Design l2_axi_rd_ctrl_flat, sky130hd; sources not shown.
power_grid.png
Bar = 100 um. Pins as bars on the die edge. Tap cells in grey.
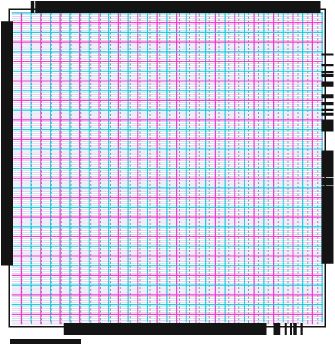
[VDD] cyan
[VSS] magenta
signal pins: 1136
tap cells: 2511
met4 straps: 32
rows: 160
peak supply drop: 0.0000777 V
Core Area: 190000 um2

placement_by_type.png
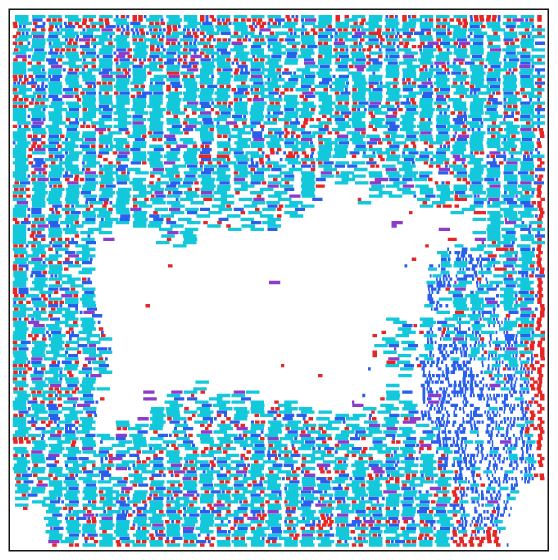
[clock drivers and dummy loads] purple | cells: 197
[remaining buffers and delay cells] red | cells: 1204
[combinational and other logic] blue | cells: 1756
[sequential cells] cyan | cells: 2168
Seq/total area: 62.0%
Rows: 160

clk_routes.png
Bar = 100 um.
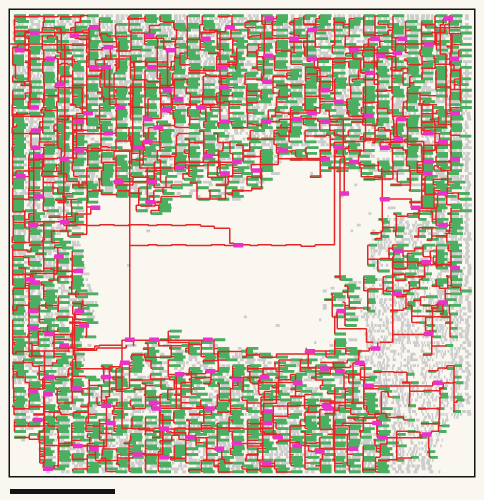
[flip-flops] green | count: 2168
[clock wires] red | length: 24.1 mm
[clock drivers] magenta | count: 154
routed clock nets: 155
flops lie: spread over the die
clk_skew: 45.7 ps
Late-Pin Clk Latency: 840 ps
Clk pwr share: 25.9%
clk pwr: 2.46 mW

wires.png
Bar = 100 um. Only two layers are drawn.
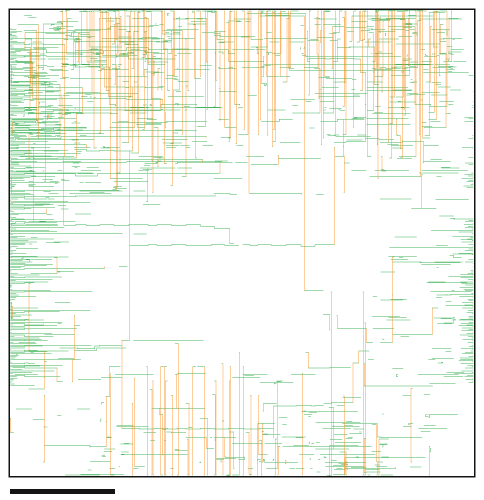
[metal 3] green | wire length: 21.4 mm
[metal 4] orange | wire length: 18100 um
WL/cell: 33.0 um
routed vias: 46400
final wirelength: 262000 um
gr usage total: 26.4%

==> results.yml <==
# yosys + openroad results
logic_synthesis:
  synth.distinct_cells: 90
  synth_flops: 2168
  synth-edff-count: 2080
  synth_area_um2: 84800
  synthTopCellsByArea: "edfxtp_1 74%, mux4_2 14%, nor2b_1 3.9%, dfxtp_1 2.1%, clkbuf_1 0.85%"
  yosys_warnings: 0
  synthCells: 4181
  ys_top_cells_by_count: "2080 x edfxtp_1, 527 x nor2b_1, 520 x mux4_2, 192 x clkbuf_1, 108 x nand2_1"
  top_cell: "edfxtp_1"
  ff_type: "edfxtp_1"
sta:
  max_slew.worst_pin.slew_ps: 1140
  whs_ps: 493
  hold_violations: 0
  period_minus_slack_ps: 9260
  setup_viol: 0
  relSlewSlack_pct: 23.7
  rsz0062_at_grt: "no"
  fin_ws_ps: 15040
run_status:
  status: "finished clean"
clock_tree:
  clock_path_buffers: 3
  path_clk_slew_ps: 70
  cts_tree: "built"
  cts-buffers-inserted: 154
  cts_root_buf: "clkbuf_16"
place:
  place_area_um2: 98900
  pre_cts_slack_ps: 15680
  dp.final_hpwl_um: 175000
  dp_cells: 7637
  gp_congestion: 0.874
floorplanning:
  ioPinCount: 1136
  die_area_um2: 194000
  die_h_um: 442
detailed_routing:
  first_iter_violations: 4631
  via_per_inst: 5.86
  postRouteAntennaNets: 0
pwr:
  power_mw: 9.47
run:
  maxCapViolations: 0
finish:
  area_growth_pct: 22.1
  logic_area_um2: 19300
  fill_cells: 16900
  layout.nets: 5892
  finalNonFillerCells: 7930
  drive_above_1_share_pct: 15.1
  regArea_um2: 64200
setup_path:
  worstPathArrival_ps: 6830
  reg2reg_depth: 8
  startpoint_type: "register"
  end_kind: "output pin"
  crit_type: "register to output pin"
global_route:
  grt_pass1_wl_um: 368000
  grt_pass1_vias: 49000
  overflow: 0
worst_hold_path:
  min_path_type: "register to register"
  min_path_cells: 2
[layer usage]
| layer | vias to the layer above | part of all wire [%] | wire (um) | GRT usage (%) |
|---|---|---|---|---|
| li1 | 18900 | - | - | - |
| met1 | 24400 | 34 | 90000 | 30.6 |
| met2 | 2414 | 50 | 132000 | 43.6 |
| met3 | 656 | 8.2 | 21400 | 6.94 |
| met4 | 34 | 6.9 | 18100 | 17.0 |
| met5 | - | 0.088 | 230 | 0 |
[area by class of cell]
cell class | instances | area share (%)
Clock buffer | 180 | 3.84
Timing Repair Buffer | 1204 | 11.7
Sequential cell | 2168 | 62.0
Inverter | 33 | 0.120
Clock inverter | 17 | 0.367
Multi-Input combinational cell | 1723 | 18.7
Tap cell | 2511 | 3.03
Antenna cell | 94 | 0.227
[cell families after synthesis]
logic type | share of synthesized area [%]
flops | 75.7
simple gates | 5.86
mux | 14.0
buf+inv | 1.50
compound gates | 1.96
xor+xnor | 0.413
fa+ha+maj | 0.508
other cells | 0.00442
[cells in the final DEF (no fill, tap or decap), types with 20 or more instances in the layout]
cell	n
clkbuf_1	25
xor2_1	20
nor2b_1	527
buf_4	54
nor2_1	92
clkdlybuf4s50_1	1134
nand2_1	108
nand3_1	30
inv_1	30
o21ai_0	26
dfxtp_1	85
mux4_2	520
diode_2	94
a21oi_1	79
ha_1	28
nor3_1	23
clkbuf_16	155
edfxtp_1	2080
xnor2_1	20
[critical path, cell delays in order (launching register included)]
cell and delay (ps):
dfxtp_4 750, buf_4 770, buf_4 750, buf_4 710, buf_4 430, buf_16 290
buf_4 720, mux4_2 660, nor2b_1 190, clkdlybuf4s50_1 530
[where the power goes]
part           switching (mW)  internal [mW]  total, mW
Combinational            1.28           1.04       2.32
Sequential              0.141           4.56       4.70
Clock                    1.28           1.17       2.46
Total                    2.70           6.77       9.47
No activity file was given, so power comes from the tool's default toggle rates.
